**Placed cells, one color a class**

Drawn at 2 px/um. Fill, decap, tap and diode cells in gray.
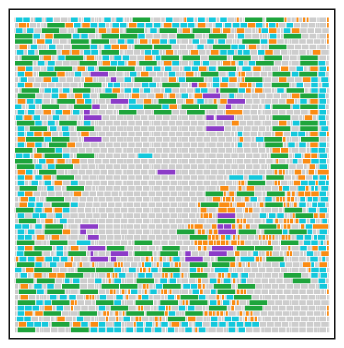
**Routed clock nets over the placement**

Drawn at 3 px/um.
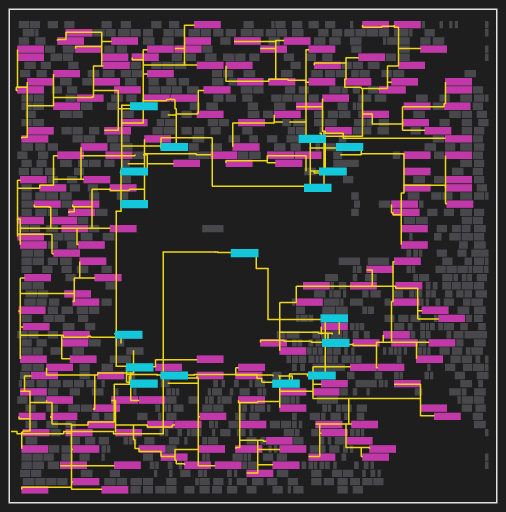
**Cell area per tile**

Drawn at 1.5 px/um. 16 x 16 tiles, from black (low) to pale yellow (high), 0 to 100% covered.
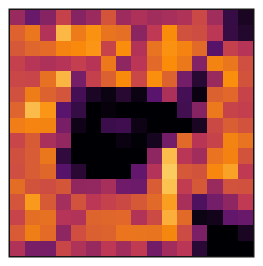
**Metal 1**

Drawn at 3 px/um. Cells faint in the background.
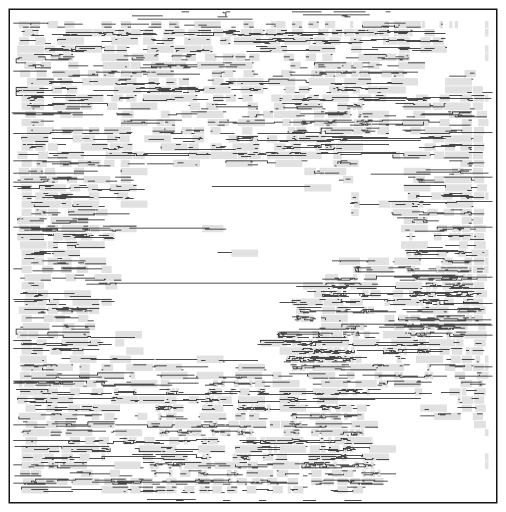
<file path="config.mk">
export PLATFORM = sky130hd
export DESIGN_NAME = fpu_issue_ctrl
export DESIGN_NICKNAME = d
export VERILOG_FILES = /design/src/rtl/fpu_issue_ctrl.sv
export SDC_FILE = /design/constraint.sdc
export NUM_CORES = 1
export LEC_CHECK = 0
export ABC_CLOCK_PERIOD_IN_PS = 2970
export CAP_MARGIN = 5
export CORE_AREA = 2 2 160 162
export CTS_BUF_LIST = sky130_fd_sc_hd__clkbuf_16
export DETAILED_ROUTE_END_ITERATION = 8
export DIE_AREA = 0 0 162 164
export PLACE_DENSITY = 0.65
export SYNTH_ARGS = -nofsm -noshare
export SYNTH_HDL_FRONTEND = slang
export SYNTH_SLANG_ARGS = --single-unit
</file>
<file path="constraint.sdc">
create_clock -name clk -period 2.97 [get_ports clk]
set_clock_uncertainty 0.2 [all_clocks]
set_input_delay 0.7425 -clock clk [delete_from_list [all_inputs] [get_ports clk]]
set_output_delay 0.7425 -clock clk [all_outputs]
set_load 0.01 [all_outputs]
</file>
<file path="src/rtl/fpu_issue_ctrl.sv">
// FPU issue sequencer: accepts one decoded FP instruction, drives the FPU with stable
// control/operands and a one-cycle start pulse, waits for done (or times out), then
// presents the result on a writeback handshake. Owns fcsr (frm, fflags).
module fpu_issue_ctrl #(
  parameter int unsigned TIMEOUT_CYCLES = 64,
  parameter int unsigned TO_W           = 7
) (
  input  logic        clk,
  input  logic        rst_n,
  input  logic        in_valid,
  output logic        in_ready,
  input  logic [31:0] in_instr,
  input  logic [31:0] in_op_a,
  input  logic [31:0] in_op_b,
  input  logic [31:0] in_op_c,
  output logic        fpu_start,
  output logic [6:0]  fpu_opcode,
  output logic [6:0]  fpu_func7,
  output logic [2:0]  fpu_func3,
  output logic [2:0]  fpu_frm,
  output logic [4:0]  fpu_rs2,
  output logic [31:0] fpu_operand_a,
  output logic [31:0] fpu_operand_b,
  output logic [31:0] fpu_operand_c,
  input  logic [31:0] fpu_result,
  input  logic [4:0]  fpu_fflags,
  input  logic        fpu_done,
  output logic        wb_valid,
  input  logic        wb_ready,
  output logic [4:0]  wb_rd,
  output logic [31:0] wb_data,
  output logic        wb_to_int,
  output logic        wb_rd_we,
  output logic        wb_illegal,
  output logic        wb_timeout,
  input  logic        csr_we,
  input  logic [11:0] csr_addr,
  input  logic [31:0] csr_wdata,
  output logic [31:0] csr_rdata,
  output logic        busy
);

  localparam logic [TO_W-1:0] ToLast   = TO_W'(TIMEOUT_CYCLES - 1);
  localparam logic [31:0]     CanonNan = 32'h7FC0_0000;
  localparam logic [4:0]      FlagNv   = 5'b10000;

  typedef enum logic [1:0] {StIdle, StIssue, StWait, StWb} state_e;

  state_e          state_q, state_d;
  logic [31:0]     instr_q, instr_d;
  logic [31:0]     op_a_q, op_a_d, op_b_q, op_b_d, op_c_q, op_c_d;
  logic [2:0]      frm_snap_q, frm_snap_d;
  logic [2:0]      frm_q, frm_d;
  logic [4:0]      fflags_q, fflags_d;
  logic [TO_W-1:0] to_cnt_q, to_cnt_d;
  logic [31:0]     wb_data_q, wb_data_d;
  logic [4:0]      wb_flags_q, wb_flags_d;
  logic            wb_illegal_q, wb_illegal_d;
  logic            wb_timeout_q, wb_timeout_d;

  logic [6:0] opcode, func7;
  logic [2:0] func3, eff_rm;
  logic       rm_op, illegal, wb_accept;
  logic       unused_bits;

  assign opcode = instr_q[6:0];
  assign func7  = instr_q[31:25];
  assign func3  = instr_q[14:12];
  assign eff_rm = (func3 == 3'b111) ? frm_snap_q : func3;

  // Rounding-mode consuming ops: fused multiply-add family, plus the OP-FP subset that rounds.
  always_comb begin
    rm_op = 1'b0;
    case (opcode)
      7'b1000011, 7'b1000111, 7'b1001011, 7'b1001111: rm_op = 1'b1;
      7'b1010011: rm_op = func7 inside {7'b0000000, 7'b0000100, 7'b0001000, 7'b0001100,
                                        7'b0101100, 7'b1100000, 7'b1101000};
      default:    rm_op = 1'b0;
    endcase
  end

  assign illegal = rm_op && (eff_rm >= 3'd5);

  assign in_ready      = (state_q == StIdle);
  assign busy          = (state_q != StIdle);
  assign fpu_start     = (state_q == StIssue) && !illegal;
  assign fpu_opcode    = opcode;
  assign fpu_func7     = func7;
  assign fpu_func3     = func3;
  assign fpu_frm       = frm_snap_q;
  assign fpu_rs2       = instr_q[24:20];
  assign fpu_operand_a = op_a_q;
  assign fpu_operand_b = op_b_q;
  assign fpu_operand_c = op_c_q;

  assign wb_valid   = (state_q == StWb);
  assign wb_rd      = instr_q[11:7];
  assign wb_data    = wb_data_q;
  assign wb_to_int  = func7 inside {7'b1010000, 7'b1110000, 7'b1100000};
  assign wb_rd_we   = wb_valid && !wb_illegal_q;
  assign wb_illegal = wb_illegal_q;
  assign wb_timeout = wb_timeout_q;
  assign wb_accept  = wb_valid && wb_ready;

  // rs1 field and upper CSR write bits are not needed here.
  assign unused_bits = ^{instr_q[19:15], csr_wdata[31:8]};

  // Combinational fcsr read port.
  always_comb begin
    csr_rdata = 32'h0;
    case (csr_addr)
      12'h001: csr_rdata = {27'b0, fflags_q};
      12'h002: csr_rdata = {29'b0, frm_q};
      12'h003: csr_rdata = {24'b0, frm_q, fflags_q};
      default: csr_rdata = 32'h0;
    endcase
  end

  // Sequencer next state, latched fields and writeback capture.
  always_comb begin
    state_d      = state_q;
    instr_d      = instr_q;
    op_a_d       = op_a_q;
    op_b_d       = op_b_q;
    op_c_d       = op_c_q;
    frm_snap_d   = frm_snap_q;
    to_cnt_d     = to_cnt_q;
    wb_data_d    = wb_data_q;
    wb_flags_d   = wb_flags_q;
    wb_illegal_d = wb_illegal_q;
    wb_timeout_d = wb_timeout_q;
    unique case (state_q)
      StIdle: begin
        if (in_valid) begin
          instr_d      = in_instr;
          op_a_d       = in_op_a;
          op_b_d       = in_op_b;
          op_c_d       = in_op_c;
          frm_snap_d   = frm_q;
          wb_data_d    = 32'h0;
          wb_flags_d   = 5'h0;
          wb_illegal_d = 1'b0;
          wb_timeout_d = 1'b0;
          state_d      = StIssue;
        end
      end
      StIssue: begin
        if (illegal) begin
          wb_illegal_d = 1'b1;
          state_d      = StWb;
        end else begin
          to_cnt_d = '0;
          state_d  = StWait;
        end
      end
      StWait: begin
        // done in the timeout cycle still counts as a normal completion
        if (fpu_done) begin
          wb_data_d  = fpu_result;
          wb_flags_d = fpu_fflags;
          state_d    = StWb;
        end else if (to_cnt_q == ToLast) begin
          wb_data_d    = CanonNan;
          wb_flags_d   = FlagNv;
          wb_timeout_d = 1'b1;
          state_d      = StWb;
        end else begin
          to_cnt_d = to_cnt_q + 1'b1;
        end
      end
      StWb: begin
        if (wb_ready) state_d = StIdle;
      end
      default: state_d = StIdle;
    endcase
  end

  // fcsr update: CSR write first, then OR in accrued flags so both take effect.
  always_comb begin
    fflags_d = fflags_q;
    frm_d    = frm_q;
    if (csr_we) begin
      case (csr_addr)
        12'h001: fflags_d = csr_wdata[4:0];
        12'h002: frm_d    = csr_wdata[2:0];
        12'h003: begin
          frm_d    = csr_wdata[7:5];
          fflags_d = csr_wdata[4:0];
        end
        default: ;
      endcase
    end
    if (wb_accept && !wb_illegal_q) fflags_d = fflags_d | wb_flags_q;
  end

  // State registers with asynchronous active-low reset.
  always_ff @(posedge clk or negedge rst_n) begin
    if (!rst_n) begin
      state_q      <= StIdle;
      instr_q      <= 32'h0;
      op_a_q       <= 32'h0;
      op_b_q       <= 32'h0;
      op_c_q       <= 32'h0;
      frm_snap_q   <= 3'h0;
      frm_q        <= 3'h0;
      fflags_q     <= 5'h0;
      to_cnt_q     <= '0;
      wb_data_q    <= 32'h0;
      wb_flags_q   <= 5'h0;
      wb_illegal_q <= 1'b0;
      wb_timeout_q <= 1'b0;
    end else begin
      state_q      <= state_d;
      instr_q      <= instr_d;
      op_a_q       <= op_a_d;
      op_b_q       <= op_b_d;
      op_c_q       <= op_c_d;
      frm_snap_q   <= frm_snap_d;
      frm_q        <= frm_d;
      fflags_q     <= fflags_d;
      to_cnt_q     <= to_cnt_d;
      wb_data_q    <= wb_data_d;
      wb_flags_q   <= wb_flags_d;
      wb_illegal_q <= wb_illegal_d;
      wb_timeout_q <= wb_timeout_d;
    end
  end

endmodule

</file>
==> summary.log <==
INFO  synth          synth.mux.area_fraction=0.194
INFO  floorplanning  fp.dieArea=26600um^2
INFO  grt            grt_overflow_total=0
INFO  place          gp_congestion=0.790
INFO  critical_path  startpoint=csr_addr[3]
INFO  synth          mappedNetlistArea=7520um^2
INFO  drt            met2WireLength=11.2mm
INFO  synth          number_of_enable_flip_flop_cells=0
INFO  clock_network  cts_made_buffers=17
INFO  grt            maximum_number_of_pins_on_one_net_before_global_route_repair=64
INFO  cells_and_area seqCellArea=4550um^2
INFO  clock_network  postCtsHoldBufs=0
INFO  cells_and_area n_antenna_cell=0
INFO  clock_network  cts-htree-levels=4
INFO  synth          yosysUniqueCellTypes=40
INFO  critical_path  crit_path_end_kind=primary output
INFO  synth          netlist.area_leader.share=0.606
INFO  cells_and_area mi_logic_area=2800um^2
INFO  final_timing   fin_crit=3.25ns
INFO  final_timing   period_used_share=1.09
INFO  critical_path  timing.rr.start=instr_q[25]$_DFFE_PN0P_
INFO  synth          syn-mean-instance-area=12.5um^2
INFO  flow_run       warnings=60
INFO  final_timing   finalSetupViolCount=8
INFO  critical_path  critical_path_arrival=2.31ns
INFO  floorplanning  pin_count=413
INFO  synth          xor_area_frac=0
INFO  synth          cell_type_contributing_the_most_total_cell_area_after_synthesis=sky130_fd_sc_hd__dfrtp_1
INFO  worst_hold_path hold_path_class=in -> async
INFO  drt            detailedRoute.firstIterationViolations=285
INFO  critical_path  regToRegSetupSlack=0.48ns
INFO  floorplanning  die_x=162um
INFO  cells_and_area drive_above_1_share=0.234
INFO  cells_and_area design.final.nets=1204
INFO  final_timing   timing.final.max_slew_violations=0
INFO  final_timing   relSlewSlack=0.594
INFO  final_timing   timing.fmax=0.308GHz
INFO  drt            routed.top_layer=met4
INFO  synth          asyncSetResetFlopFracSynth=1.00
INFO  outcome        violations=setup timing
INFO  floorplanning  placement_rows=58
INFO  place          numPortBuffers=359
INFO  synth          ys_seq_elements=182
INFO  cells_and_area lay_top_count=sky130_fd_sc_hd__clkdlybuf4s50_1
INFO  synth          synthCells=600
INFO  drt            detailed_routing_wirelength_on_met1=9.04mm
INFO  grt            grt-busiest-layer=met2
INFO  pwr            worst_ir_drop_vdd=0.490mV
INFO  clock_network  clockRootBuffer=sky130_fd_sc_hd__clkbuf_16
INFO  critical_path  worst_r2r_endpoint=to_cnt_q[3]$_DFFE_PN0P_
INFO  cells_and_area fillers=2282
INFO  drt            dr.pass1.iters=6
INFO  drt            detail_route.vias_per_cell=4.47
INFO  synth          post_synth_main_logic_family=multiplexers
INFO  flow_run       max_cap_viol_count=0
INFO  cells_and_area areaGrowthSynthToFinish=64.1%
INFO  grt            antenna_found_initial=0
INFO  synth          yosysWarnings=0
INFO  synth          postSynthSeqShare=0.606
INFO  synth          yosysCellCount=600
INFO  critical_path  endpoint_of_the_most_critical_setup_path=csr_rdata[0]
INFO  synth          ys_top_cells_by_area=sky130_fd_sc_hd__dfrtp_1, sky130_fd_sc_hd__mux2_2, sky130_fd_sc_hd__nand2_1
INFO  synth          synth_top_cell_by_count=sky130_fd_sc_hd__dfrtp_1
INFO  pwr            power.density_cell_area=982nW/um^2
INFO  drt            wl_met3=1.84mm
INFO  floorplanning  height_of_the_chip=164um
INFO  synth          post_synthesis_simple_gate_area_fraction=0.0858
INFO  clock_network  clk_transition_reported_paths=0.07ns
INFO  clock_network  cts-resized-gates=70
INFO  pwr            totalPowerFinal=12.1mW
INFO  drt            route.detailed.wl_per_inst=16.8um
INFO  synth          chip_area_yosys=7520um^2
INFO  drt            ant_nets=0
INFO  critical_path  critPathLaunchType=input port
INFO  grt            wire_length_of_the_first_global_routing_pass=34.0mm
INFO  grt            groute.layer.met2.usage=0.288
INFO  final_timing   postLayoutSetupSlackWorst=-0.281ns
INFO  clock_network  cts.repair_timing.setup_buffer_count=10
INFO  place          detailedPlacementHpwl=16.5mm
INFO  grt            tot_gr_track_use=0.165
INFO  clock_network  clock_tree.buffer_depth=2
INFO  final_timing   grt_setup_unrepaired=true
INFO  critical_path  r2r.worst_path.cells=6
INFO  synth          synthTopCellsByCount=sky130_fd_sc_hd__dfrtp_1, sky130_fd_sc_hd__mux2_2, sky130_fd_sc_hd__nand2_1
INFO  synth          aoi_share=0.0619
INFO  drt            post-route-drc-count=0
INFO  synth          yosys.area_share.adder=0.00832
INFO  clock_network  tritoncts=done
INFO  critical_path  setup.worst_path.class=in -> out
INFO  grt            global_route.usage.met3=0.0568
INFO  critical_path  crit_path_max_fanout=3
INFO  pwr            leakage=5.24nW
INFO  critical_path  worst-endpoint-required=2.03ns
INFO  final_timing   worst-slew-pin-transition=0.609ns
INFO  synth          ff_type=sky130_fd_sc_hd__dfrtp_1
INFO  outcome        status=finished, violations left
INFO  cells_and_area final_layout_top_logic_cells=sky130_fd_sc_hd__clkdlybuf4s50_1, sky130_fd_sc_hd__dfrtp_1, sky130_fd_sc_hd__mux2_2
INFO  grt            via_count_of_the_first_global_routing_pass=6198
INFO  clock_network  clkSinkCount=182
INFO  final_timing   number_of_hold_slack_violations_in_the_final_timing_report=0
Back to the opening pictures, 'placed cells, one color a class':
- purple: clock drivers and dummy loads (cells 32)
- orange: all other logic (cells 386)
- cyan: other buffers and delay cells (cells 397)
- green: flip-flops (cells 182)
Core Area: 24800 um^2
flop share of the area: 0.369

Back to the opening pictures, 'routed clock nets over the placement':
- cyan: cells driving clock nets (count 17)
- yellow: clock wires (length 2580 um)
- magenta: flip-flops (count 182)
- routed clock nets: 18
clock group share of total power: 0.189
worst-skew pair later-pin latency: 0.45 ns
Clk power: 2.29 mW

Back to the opening pictures, 'cell area per tile':
- tiles over 75% full: 7.0%
- mean over tiles: 45%
- nearly empty tiles: 11%
- fullest tile: 89%
- emptiest ninth of the die: middle
Core Util, Final: 0.497
effective utilization at floorplan: 0.303

Back to the opening pictures, 'metal 1':
- main direction: horizontal
- share of all routed wire: 41%
- nets with wire on the layer: 1013
- wire length on this layer: 9040 um
- longest straight run: 70.8 um
overall via count from detail_route: 5929
met1 routing resource usage after global routing: 0.196
overall routed net length: 22.3 mm

[power breakdown]
part | leakage, nW | total, mW | internal [mW] | switching, mW
logic | 2.70 | 5.55 | 3.27 | 2.27
clock network | 0.290 | 2.29 | 1.20 | 1.09
registers | 2.24 | 4.28 | 3.63 | 0.652
total | 5.24 | 12.1 | 8.10 | 4.02
[flip-flops by register name, indices dropped and copies added (netlist names)]
signal and flops:
fpu_operand_c 32, fflags_q 5, fpu_operand_a 32, wb_flags_q 5, wb_timeout 1, fpu_operand_b 32
wb_data 32, state_q 2, wb_illegal 1, instr_q 27, fpu_frm 3, to_cnt_q 7
frm_q 3
[worst max-delay path, cell delays in order]
cell                     delay, ns
sky130_fd_sc_hd__buf_6        0.09
sky130_fd_sc_hd__or4_4        0.53
sky130_fd_sc_hd__buf_6        0.14
sky130_fd_sc_hd__nor4_4       0.19
sky130_fd_sc_hd__buf_4        0.16
sky130_fd_sc_hd__buf_6        0.09
sky130_fd_sc_hd__buf_6        0.09
sky130_fd_sc_hd__a22o_1       0.14
sky130_fd_sc_hd__buf_2        0.13
[area by class of cell]
| type | instances | area share |
|---|---|---|
| clock inverters | 15 | 0.0129 |
| well taps | 330 | 0.0334 |
| flip-flops and latches | 182 | 0.369 |
| repair buffers | 397 | 0.321 |
| multi-input cells | 379 | 0.227 |
| clock buffers | 17 | 0.0345 |
| inverters | 7 | 0.00213 |
[metrics by stage]
step	TNS (ns)	instances	instance area (um^2)	hold WS, ns	setup WS (ns)
6_report	-1.79	1327	12300	0.101	-0.281
4_1_cts	-1.61	1325	12300	0.121	-0.252
5_1_grt	-2.13	1327	12300	0.138	-0.347
2_1_floorplan	0	623	7610	0.247	0.0583
3_3_place_gp	-7.39	1283	11600	0.261	-0.949
3_5_place_dp	-7.53	1283	11600	0.271	-0.950
Power is estimated from default activity; no workload was simulated.
